==> config.mk <==
export PLATFORM = sky130hd
export DESIGN_NAME = pulse_receiver
export DESIGN_NICKNAME = d
export VERILOG_FILES = /design/src/rtl/pulse_receiver_pkg.sv /design/src/rtl/frame_bit_counter.sv /design/src/rtl/pulse_receiver.sv
export SDC_FILE = /design/constraint.sdc
export NUM_CORES = 1
export LEC_CHECK = 0
export CAP_MARGIN = 25
export CELL_PAD_IN_SITES_DETAIL_PLACEMENT = 1
export CELL_PAD_IN_SITES_GLOBAL_PLACEMENT = 1
export CORE_MARGIN = 8
export CORE_UTILIZATION = 38
export DETAILED_ROUTE_END_ITERATION = 7
export PLACE_DENSITY_LB_ADDON = 0.12
export SYNTH_ARGS = -nofsm -noshare
export SYNTH_HDL_FRONTEND = slang
export SYNTH_SLANG_ARGS = --single-unit
==> constraint.sdc <==
create_clock -name clock -period 1.6 [get_ports clock]
set_input_delay 0.16 -clock clock [delete_from_list [all_inputs] [get_ports clock]]
set_output_delay 0.16 -clock clock [all_outputs]
set_load 0.02 [all_outputs]
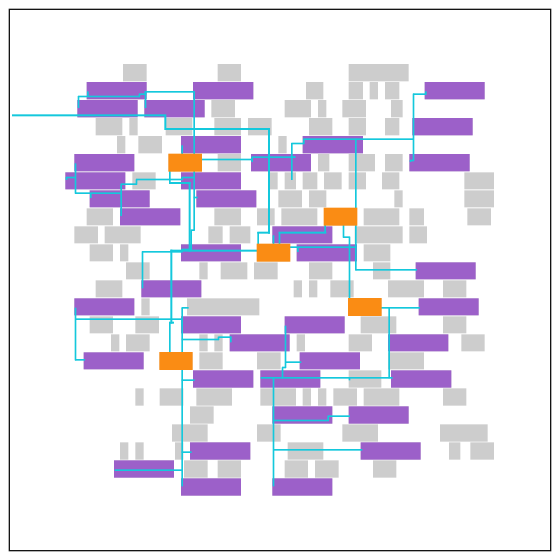
*Routed clock nets over the placement, run 1*
legend:
  orange:
    item: clock drivers
    count: 5
  purple:
    item: flip-flops
    count: 39
  cyan:
    item: clock wires
    length: 500 um
routed clock nets: 6
Clock Latency Late Sink: 0.29 ns
clock group total power: 844 uW
largest clock skew in the final design: 0.007290 ns

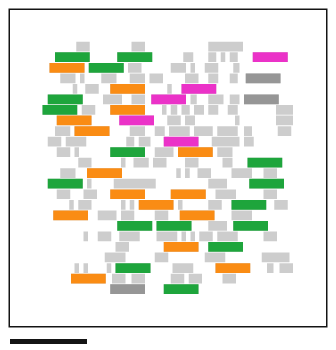
*Where the registers sit, run 1*
The bar under the picture is 20 um long.
legend:
  orange:
    netlist_name: `shift_reg`
    sequential_cells: 15
  green:
    netlist_name: `data_out`
    sequential_cells: 16
    where: all over the die
  magenta:
    netlist_name: `u_bit_counter.count`
    sequential_cells: 5
    where: top center
not colored: 3
share of cell area taken by flip-flops and latches: 45.80%
sequential cell area: 975.9 um2
final core utilization: 50.33%

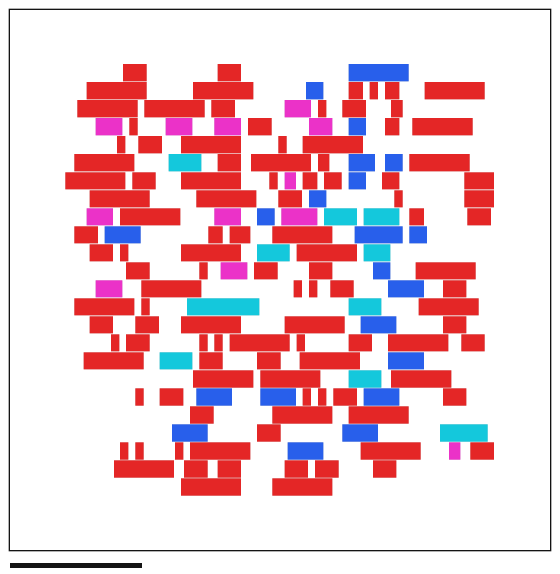
*Sizing map, run 1*
The bar under the picture is 20 um long.
legend:
  blue:
    size: _3 and _4 cells
    cells: 21
    share: 14%
  magenta:
    size: _2 cells
    cells: 12
    share: 7.8%
  red:
    size: _0 and _1 cells
    cells: 110
    share: 72%
  cyan:
    size: _6 and larger
    cells: 10
    share: 6.5%
Syn-to-layout area delta: 30.50%
non-clock buffer count in the final layout: 35
setup ws final: -0.002226 ns
final instance area: 2131 um2

==> results.txt, run 1 <==
run metrics: outcome finished, violations left, failing checks setup timing, Critical Path, Cell by Cell ha_2 -> and3_4 -> ha_4 -> nand3b_4 -> buf_6 -> mux2_2, remaining number of nets flagged by the antenna check after routing 0, wire length on met3 187 um, overflow left after global routing 0, largest family of logic cells by area multiplexers, Clk pin slew, worst setup/hold paths 0.08 ns, endpoints failing setup 5, number of antenna violations at the first check in global routing 0, fin crit share 100.1%, initial standard-cell utilization of the core 38.56%, pin count of the biggest net entering global routing 40, cell family contributing the most delay on the critical path flip-flops, top routing layer used met4, maxcap violations 0, number of cell rows 24, Reg power frac 51.3%, number of warnings issued by yosys 0, setup ws final -0.002226 ns, kind of end point of the critical path register, Synth Area in Adders 1.533%, xor and xnor area share after synthesis 0.5364%, ratio of routed vias to standard cells 4.717, area fraction of the dominant cell type after synthesis 59.77%, clock buffers created by TritonCTS 5, crit path max-delay cell type dfrtp_1, combinational share of power 6.1%, biggest fanout along the worst timing path 6, post-placement cell area 1976 um2, cell types occupying the most area after synthesis dfrtp_1 (60%), mux2i_1 (9.2%), mux2_4 (8.3%), TritonCTS clock tree done, post-route DRC violation count 0, register share after synthesis 59.77%, cell taking the most area after synthesis dfrtp_1, Synth cell types 23
==> run 1: cell usage after synthesis <==
cell type,n
a21oi_1,2
a21bo_2,1
nand3b_4,1
buf_4,4
mux2_4,9
dfrtp_1,39
nand3b_1,1
inv_1,3
and2_1,1
ha_1,2
conb_1,1
a21o_1,1
mux2i_1,15
nand4_1,1
mux2_2,9
nor2_1,17
and3_1,1
nand2b_1,3
buf_2,2
buf_6,1
xnor2_1,1
clkbuf_1,2
nor2b_1,1
==> run 1: per-stage QoR <==
step | utilization (%) | hold slack, ns
floorplan | - | -0.1356
global placement | 46.66 | 0.1431
detailed placement | 46.66 | 0.1460
CTS | 50.12 | 0.3736
global route | 50.33 | 0.3876
finish | 50.33 | 0.3596
==> run 1: per-layer routing <==
layer,vias up,global-route usage (%)
met5,-,0
met4,0,4.821
met3,6,3.720
met2,17,17.34
met1,485,12.02
li1,459,-
==> run 1: cell usage in the layout, fill, tap and decap left out, types with 2 or more instances in the layout <==
| master | count |
|---|---|
| a21oi_1 | 2 |
| clkbuf_8 | 6 |
| nand2b_1 | 3 |
| nor2_1 | 17 |
| mux2_4 | 10 |
| mux2_2 | 8 |
| inv_1 | 3 |
| mux2i_1 | 15 |
| conb_1 | 2 |
| clkdlybuf4s50_1 | 20 |
| buf_4 | 8 |
| dlymetal6s2s_1 | 2 |
| dfrtp_1 | 39 |
==> run 1: timing repair <==
item / in CTS / in global routing
hold endpoints to repair: 39 / 0
setup endpoints to repair: 14 / 17
pin swaps: 1 / 1
hold buffers: 1 / 0
gates resized: 3 / 3
buffers inserted: 1 / 0
==> run 1: area by class of cell <==
class                      count  area, um2
tap                           52      65.06
inverter                       3      11.26
fill                         439       2103
clock buffer                   6      82.58
multi-input combinational     68      614.3
timing repair buffer          35      346.6
clock inverter                 2      35.03
sequential                    39      975.9
--- run 2 (diff from run 1) ---
Settings changed: ABC_CLOCK_PERIOD_IN_PS set to 1600, TNS_END_PERCENT set to 30.
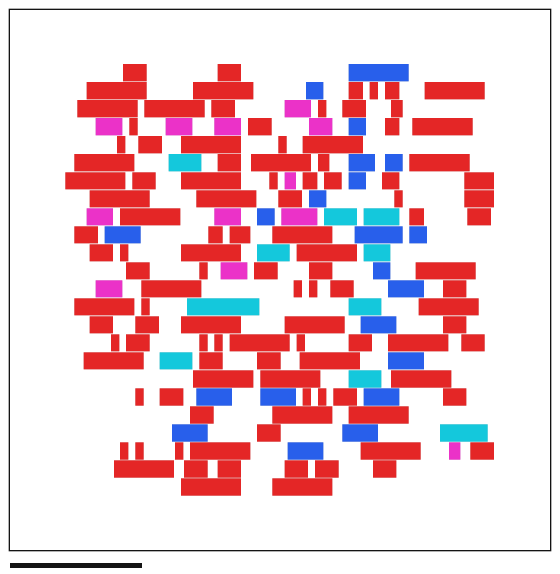
*Sizing map, run 2*
The bar under the picture is 20 um long.
legend:
  magenta:
    size: _2 cells
    cells: 12
    share: 7.8%
  blue:
    size: _3 and _4 cells
    cells: 21
    share: 14%
  red:
    size: _0 and _1 cells
    cells: 110
    share: 72%
  cyan:
    size: _6 and larger
    cells: 10
    share: 6.5%

==> run 2 against run 1 <==
  * Design area unchanged
  * Non-clock buffer count unchanged
  * Clock power about the same
  * Sequential power about the same
  * The run still ends with setup timing left
  * Critical path type unchanged
  * Largest cell class unchanged
  * Clock skew unchanged
  * Worst hold slack unchanged
  * Cell count unchanged
  * Die area unchanged
  * Largest power group unchanged
  * Via count unchanged
  * Sequential share of layout area unchanged
==> results.txt, run 2 <==
run metrics: Syn-to-layout area delta 30.50%, clock buffers created by TritonCTS 5, post-placement cell area 1976 um2, Buffers on Ports 23, outcome finished, violations left, largest clock skew in the final design 0.007290 ns, Critical Path, Cell by Cell ha_2 -> and3_4 -> ha_4 -> nand3b_4 -> buf_6 -> mux2_2, fin crit share 100.1%, top-count cell post-synth dfrtp_1, biggest fanout along the worst timing path 6, TritonCTS clock tree done, most used flip-flop cell after synthesis dfrtp_1, Synth cell types 23, max incr delay on CP 0.39 ns, EDFF count, synth 0, sequential cell area 975.9 um2, ratio of routed vias to standard cells 4.717, Clk pin slew, worst setup/hold paths 0.08 ns, overflow left after global routing 0, number of filler instances in the final layout 439, Clock Latency Late Sink 0.29 ns, cell types occupying the most area after synthesis dfrtp_1 (60%), mux2i_1 (9.2%), mux2_4 (8.3%), most frequent logic cell in the layout dfrtp_1, number of warnings issued by yosys 0, area fraction of the dominant cell type after synthesis 59.77%, cell taking the most area after synthesis dfrtp_1, xor and xnor area share after synthesis 0.5364%, Synth Area in Adders 1.533%, synth cell count leaders dfrtp_1 (39), nor2_1 (17), mux2i_1 (15), initial standard-cell utilization of the core 38.56%, largest family of logic cells by area multiplexers, combinational gate area 614.3 um2, failing checks setup timing, post-route DRC violation count 0, register share after synthesis 59.77%, commonest cells after routing, fill and taps aside dfrtp_1 (39), clkdlybuf4s50_1 (20), nor2_1 (17), endpoints failing setup 5, kind of end point of the critical path register, crit path max-delay cell type dfrtp_1, number of cell rows 24, Async S/R FF share, synth 100.0%, setup ws final -0.002226 ns, remaining number of nets flagged by the antenna check after routing 0, pin count of the biggest net entering global routing 40, tightest hold margin 0.3596 ns, maxcap violations 0, number of antenna violations at the first check in global routing 0
run 2: cell counts after synthesis:
Identical to the previous run, type by type.
run 2: cell families after synthesis:
| group | after synthesis |
|---|---|
| muxes | 33 |
| AOI/OAI and AO/OA | 4 |
| adders and majority gates | 2 |
| xor gates and xnor gates | 1 |
| buffers and inverters | 12 |
| other | 1 |
| and+or+nand+nor | 26 |
| DFF | 39 |
run 2: cell type report:
cell class              count  area share (%)
repair buffers             35           16.27
flip-flops and latches     39           45.80
inverters                   3          0.5285
clock inverters             2           1.644
well taps                  52           3.053
clock buffers               6           3.876
multi-input cells          68           28.83
run 2: repair_timing:
action / 4_1_cts / 5_1_grt
setup buffers: 1 / 0
hold endpoints to repair: 39 / 0
pin swaps: 1 / 1
gates resized: 3 / 3
setup endpoints to repair: 14 / 17
cloned: 0 / 0
hold buffers: 1 / 0
run 2: per-layer routing:
metal / vias to the layer above / track usage (%) / share of wire [%]
met3: 6 / 3.720 / 5.9
met1: 485 / 12.02 / 42
met5: - / 0 / 0
met4: 0 / 4.821 / 1.1
li1: 459 / - / -
met2: 17 / 17.34 / 51
run 2: where the power goes:
group	internal, uW	leakage, uW	total [uW]	switching, uW
Sequential	1010	0.000527	1020	13.5
Combinational	59.6	0.000531	122	62.0
Clock	505	0.0000612	844	340
run 2: worst max-delay path: cells and delay by family, from the launching register on:
family,cells,cell delay [ns]
buf+inv,1,0.14
fa+ha+maj,2,0.35
simple gates,2,0.27
flops,1,0.39
mux,1,0.33
run 2: stage by stage:
step	setup TNS [ns]	total power, uW	instances
after floorplan	0	1093	119
after global placement	0	1153	195
after detailed placement	-0.4286	1159	195
after CTS	-0.02788	2012	205
after global routing	-0.3696	2076	205
final	-0.006939	1985	205
Power is estimated from default activity; no workload was simulated.
